Figure 1. Zoomed window (run 1).
Region (57, 90) to (107, 140) microns. Cells in gray, sequential cells in the stronger gray; small squares are vias.
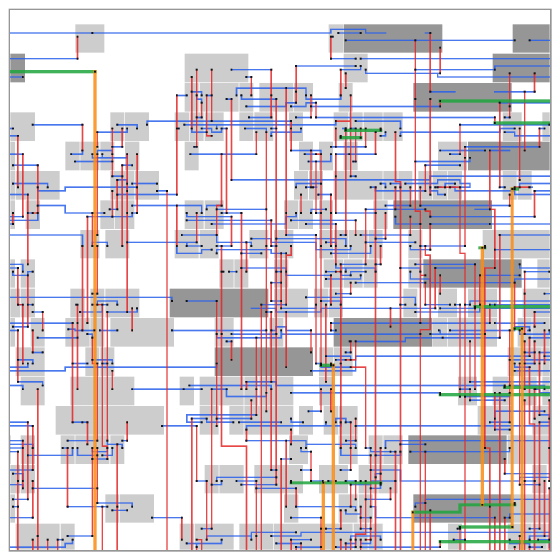
Figure 2. Wiring heat map (run 1).
Scale: 2 px per micron. 33 x 33 tiles, from dark purple (low) to yellow (high), scaled to the fullest tile. Values are wire area over tile area, all layers added.
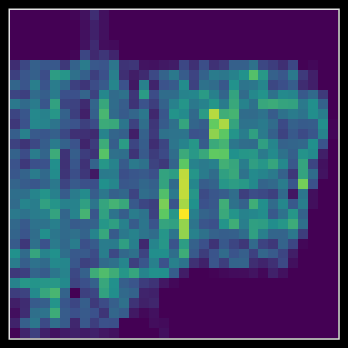
Figure 3. Placement view (run 1).
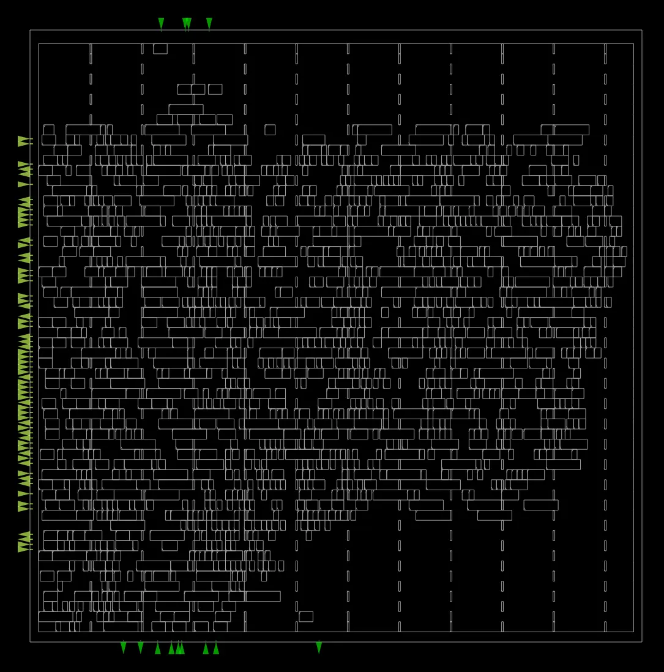
==> config.mk <==
export PLATFORM = sky130hd
export DESIGN_NAME = wirecube_line_raster
export DESIGN_NICKNAME = d
export VERILOG_FILES = /design/src/rtl/wirecube_pkg.sv /design/src/rtl/wirecube_bres_step.sv /design/src/rtl/wirecube_line_raster.sv
export SDC_FILE = /design/constraint.sdc
export NUM_CORES = 1
export LEC_CHECK = 0
export ABC_AREA = 1
export CAP_MARGIN = 20
export CORE_MARGIN = 2
export CORE_UTILIZATION = 35
export DETAILED_ROUTE_END_ITERATION = 8
export PLACE_DENSITY = 0.6
export SLEW_MARGIN = 20
export SYNTH_ARGS = -nofsm -noshare
export SYNTH_HDL_FRONTEND = slang
export SYNTH_SLANG_ARGS = --single-unit
export TNS_END_PERCENT = 100
==> constraint.sdc <==
create_clock -name clk -period 5.3 [get_ports clk]
set_input_delay 0.795 -clock clk [delete_from_list [all_inputs] [get_ports clk]]
set_output_delay 0.795 -clock clk [all_outputs]
set_load 0.03 [all_outputs]
==> flow_summary.json, run 1 <==
{
  "ant_nets": 0,
  "antenna_found_initial": 0,
  "syn_to_final_growth_pct": 15.1,
  "synthAdderAreaFrac": 0.165,
  "most_common_cell": "nand2_1",
  "synth_seq_share": 0.243,
  "layout-drive-gt1-share": 0.0636,
  "clkCellAreaFrac": 0.0275,
  "first_global_vias": 7964,
  "synth_flop_count": 87,
  "comb_cells": 969,
  "ys_cells": 1299,
  "crit_type": "flip-flop to flip-flop",
  "maxCapViolCount": 0,
  "final.setup_skew_ps": 10.5,
  "relSlewSlack": 0.321,
  "hold_path.class": "input port to async pin",
  "buffers": 80,
  "port_buffers": 73,
  "top_logic_kind": "simple AND/OR/NAND/NOR gates",
  "cts-root-buf": "clkbuf_16",
  "common_cells": "nand2_1 (355), inv_1 (211), ha_1 (107)",
  "crit_path_start_kind": "flip-flop",
  "tns_ps": 0,
  "rrSetupSlack_ps": 1010,
  "place_congestion": 0.928,
  "core_region_area_sq_um": 25200,
  "hold_violations": 0,
  "cts_setup_buffers": 0,
  "dr.pass1.iters": 5,
  "cts_buffers": 9,
  "holdBufCountCts": 0,
  "cp_common_cell": "nand2_1",
  "critPathMaxFanout": 11,
  "syn_inst": 1299,
  "crit_buf_inv": 5,
  "synthTopCellsByArea": "dfrtp_1 (24%), ha_1 (15%), nand2_1 (15%)",
  "sh_comb_area": 0.567,
  "syn-cell-area_sq_um": 8980,
  "rsz0062_at_grt": "false",
  "ys_sh_xor": 0.0517,
  "synth_area_per_cell_sq_um": 6.91,
  "worst_slew_pin_slew_ps": 1020,
  "synthArstFlopShare": 1.00,
  "synthMuxAreaShare": 0.0251,
  "cts_tree": "yes",
  "drt_iter0_markers": 368,
  "yosys.area.top_type": "dfrtp_1",
  "end_kind": "flip-flop",
  "cp_top_family": "simple AND/OR/NAND/NOR gates",
  "yosysWarnings": 0,
  "buf_share": 0.0756,
  "dominant_cells": "combinational gates",
  "nClkBuffers": 12,
  "tool_warnings": 29,
  "flop_area_sq_um": 2180,
  "min_period_ps": 4290,
  "viasPerCell": 4.88,
  "critPathMaxStageDelay_ps": 420,
  "aoi_share": 0.145,
  "clock_path_buffers": 2,
  "dp_hpwl_microns": 19100,
  "worst-path-stages": 35,
  "path_clk_slew_ps": 70,
  "ios": 74,
  "die_area_sq_um": 26900,
  "synth_nets": 1461,
  "die_w_microns": 164,
  "edf_count": 0,
  "arrival_ps": 4540,
  "clock_latency_ps": 360,
  "layout.nets": 1526,
  "inv_count": 217,
  "initCoreUtil": 0.356,
  "lay_top_cells": "nand2_1 (355), inv_1 (211), ha_1 (107), o21ai_0 (90), dfrtp_1 (87)",
  "maxSlewViolCount": 0,
  "design.seq.count": 87,
  "antennaDiodeCount": 0,
  "finalSetupViolations": 0,
  "synthFlopType": "dfrtp_1",
  "cts_sinks": 87,
  "grt_pass1_wl_microns": 39300,
  "htreeDepth": 3,
  "status": "finished clean"
}
About Figure 1:
Key: red = met2; blue = met1; green = met3; orange = met4
Most frequent: nand2_1 (56), inv_1 (19). Sequential cells in the window: 11. 171 logic cells have their middle in the window.

About Figure 2:
The mean over all tiles is 0.14. 12% of the tiles are over half the peak. The densest ninth of the die: center. 29% of the tiles are nearly empty. The fullest tile reaches 0.56. The emptiest ninth of the die: south-east.
wire per inst: 13.9 microns
Total Wirelength: 23600 microns
Total GRT Usage: 0.184
vias: 8292

About Figure 3:
Post-Layout Cell Count: 1699
fillers: 2656
Final Util: 0.410
tap cell count: 330

[run 1: per-stage QoR]
stage / std cells / hold WS [ps] / cell area [sq um] / utilization / setup slack [ps]
finish: 1699 / 387 / 10300 / 0.410 / 1010
global route: 1699 / 428 / 10300 / 0.410 / 218
CTS: 1699 / 408 / 10300 / 0.410 / 975
detailed placement: 1683 / 500 / 10000 / 0.399 / 1000
global placement: 1683 / 492 / 10000 / 0.399 / 1120
floorplan: 1299 / 470 / 8980 / - / 1360
[run 1: per-layer routing]
layer  global-route usage  vias up  share of wire
met4               0.0443        0          0.019
met5                    0        -              0
met1                0.258     3749           0.49
met2                0.294      157           0.44
li1                     -     4359              -
met3               0.0321       27          0.045
Figure 4. Cells by drive strength (run 1).
Scale: 1.5 px per micron.
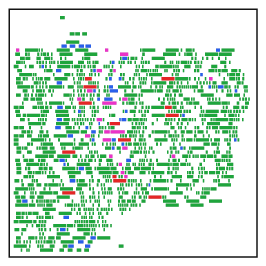

==> run 2: changes to the inputs <==
Clock period 5.3 ns to 4 ns, I/O delays scaled along.
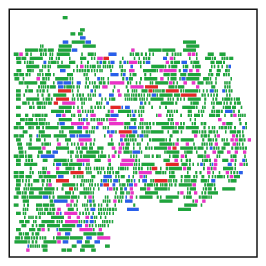
Figure 5: run 2, cells by drive strength.
Scale: 1.5 px per micron.
Key: red = drive 6 and up [cells 18, share 1.2%, most used clkbuf_16]; blue = drive 2 [cells 100, share 6.9%, most used mux2_2]; magenta = drive 3 to 4 [cells 120, share 8.2%, most used buf_4]; green = drive 1 or less [cells 1219, share 84%, most used nand2_1]
Signal buffers: 168
Design Area, Final: 11300 sq um
setup ws final: 209 ps

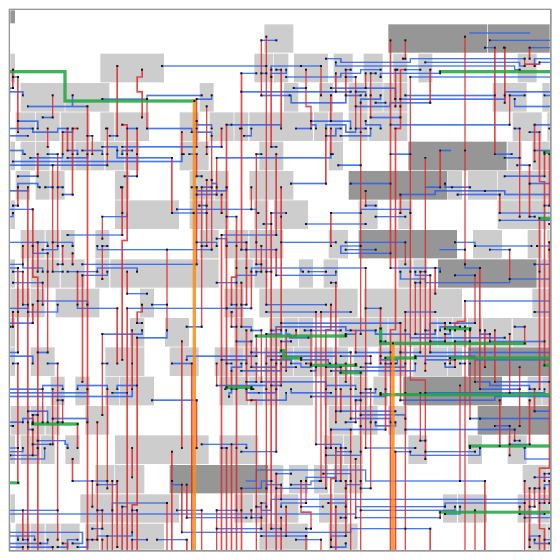
Figure 6: run 2, zoomed window.
Region (57, 90) to (107, 140) microns. Cells in gray, sequential cells in the stronger gray; small squares are vias.
Key: orange = met4; blue = met1; red = met2; green = met3
191 logic cells have their middle in the window. Sequential cells in the window: 10. Most frequent: nand2_1 (60), inv_1 (22), nand3_1 (15).

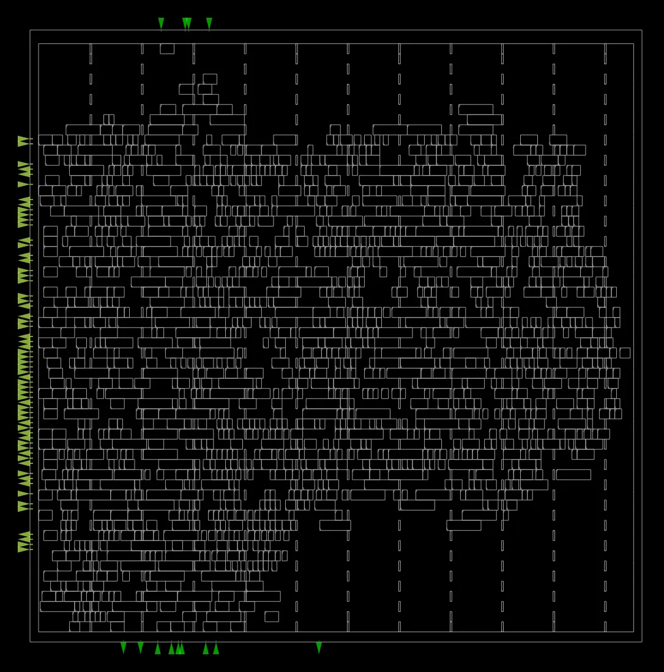
Figure 7: run 2, placement view.
row cnt: 58
Final Util: 0.450
Seq/total area: 0.193

==> flow_summary.json, run 2 <==
{
  "grt_pass1_wl_microns": 40700,
  "layout-drive-gt1-share": 0.163,
  "core_region_area_sq_um": 25200,
  "cts-root-buf": "clkbuf_16",
  "most_common_cell": "nand2_1",
  "instances_no_fill": 1787,
  "min_period_ps": 3790,
  "fin_hold_ws_ps": 300,
  "design.seq.count": 87,
  "buf_share": 0.128,
  "cts_sinks": 87,
  "synthArstFlopShare": 1.00,
  "use_met1": 0.270,
  "hold_violations": 0,
  "ant_nets": 0,
  "end_kind": "flip-flop",
  "wl_per_cell_microns": 14.2,
  "worst_slew_pin_slew_ps": 1010,
  "syn-cell-area_sq_um": 8980,
  "dr_wl_met3_microns": 1270,
  "antennaDiodeCount": 0,
  "worst-path-stages": 24,
  "dr.pass1.iters": 5,
  "viasPerCell": 4.84,
  "grt_most_used_layer": "met2",
  "yosysWarnings": 0,
  "common_cells": "nand2_1 (355), inv_1 (211), ha_1 (107)",
  "crit_path_start_kind": "flip-flop",
  "htreeDepth": 3,
  "ys_cells": 1299,
  "dominant_cells": "combinational gates",
  "top_layer_used": "met4",
  "critPathMaxStageDelay_ps": 470,
  "status": "finished clean",
  "initCoreUtil": 0.356,
  "port_buffers": 73,
  "cp_top_family": "simple AND/OR/NAND/NOR gates",
  "tool_warnings": 30,
  "rsz0062_at_grt": "true",
  "edf_count": 0,
  "syn_inst": 1299,
  "grt_util_met3": 0.0295,
  "critPathMaxFanout": 5,
  "finalSetupViolations": 0,
  "dp_hpwl_microns": 20200,
  "track_usage": 0.190,
  "die_w_microns": 164,
  "synth_flop_count": 87,
  "cts_tree": "yes",
  "tap_cells": 330,
  "syn_to_final_growth_pct": 26.1,
  "synthTopCellsByArea": "dfrtp_1 (24%), ha_1 (15%), nand2_1 (15%)",
  "final.setup_skew_ps": 12.9,
  "clock_latency_ps": 360,
  "maxSlewViolCount": 0,
  "met2_usage": 0.308,
  "synth_seq_share": 0.243,
  "lay_top_cells": "nand2_1 (350), inv_1 (198), buf_4 (94), ha_1 (92), dfrtp_1 (85)",
  "arrival_ps": 4070,
  "routed_wl_microns": 25400,
  "crit_type": "flip-flop to flip-flop",
  "antenna_found_initial": 0,
  "met2_length_microns": 11600,
  "synth_nets": 1461,
  "place_congestion": 0.906,
  "die_area_sq_um": 26900,
  "dp_cells": 1749,
  "path_clk_slew_ps": 70,
  "tns_ps": 0,
  "ios": 74,
  "comb_cells": 969,
  "cts_buffers": 9,
  "synthFlopType": "dfrtp_1",
  "rrSetupSlack_ps": 210,
  "hold_path.class": "input port to async pin",
  "fillers": 2566,
  "sh_comb_area": 0.543,
  "nClkBuffers": 9,
  "flop_area_sq_um": 2180,
  "first_global_vias": 8125
}
==> run 2: cell counts after synthesis <==
Identical to the previous run, type by type.
==> run 2: cell families after synthesis <==
family          Yosys count  share of synthesized area
simple gates            554                      0.266
buf+inv                 243                      0.105
mux                      20                     0.0251
compound gates          234                      0.145
xor+xnor                 47                     0.0517
flops                    87                      0.243
fa+ha+maj               114                      0.165
==> run 2: per-stage QoR <==
step,setup WS (ps),area [sq um]
floorplan,57.8,8980
global placement,-29.7,10500
detailed placement,-30.1,10500
CTS,7.38,10900
global route,-43.6,11300
finish,209,11300
==> run 2: repair_timing <==
action,4_1_cts,5_1_grt
pin swaps,2,25
buffers inserted,1,21
hold buffers,0,0
endpoints found under the setup margin,4,7
gates resized,3,75
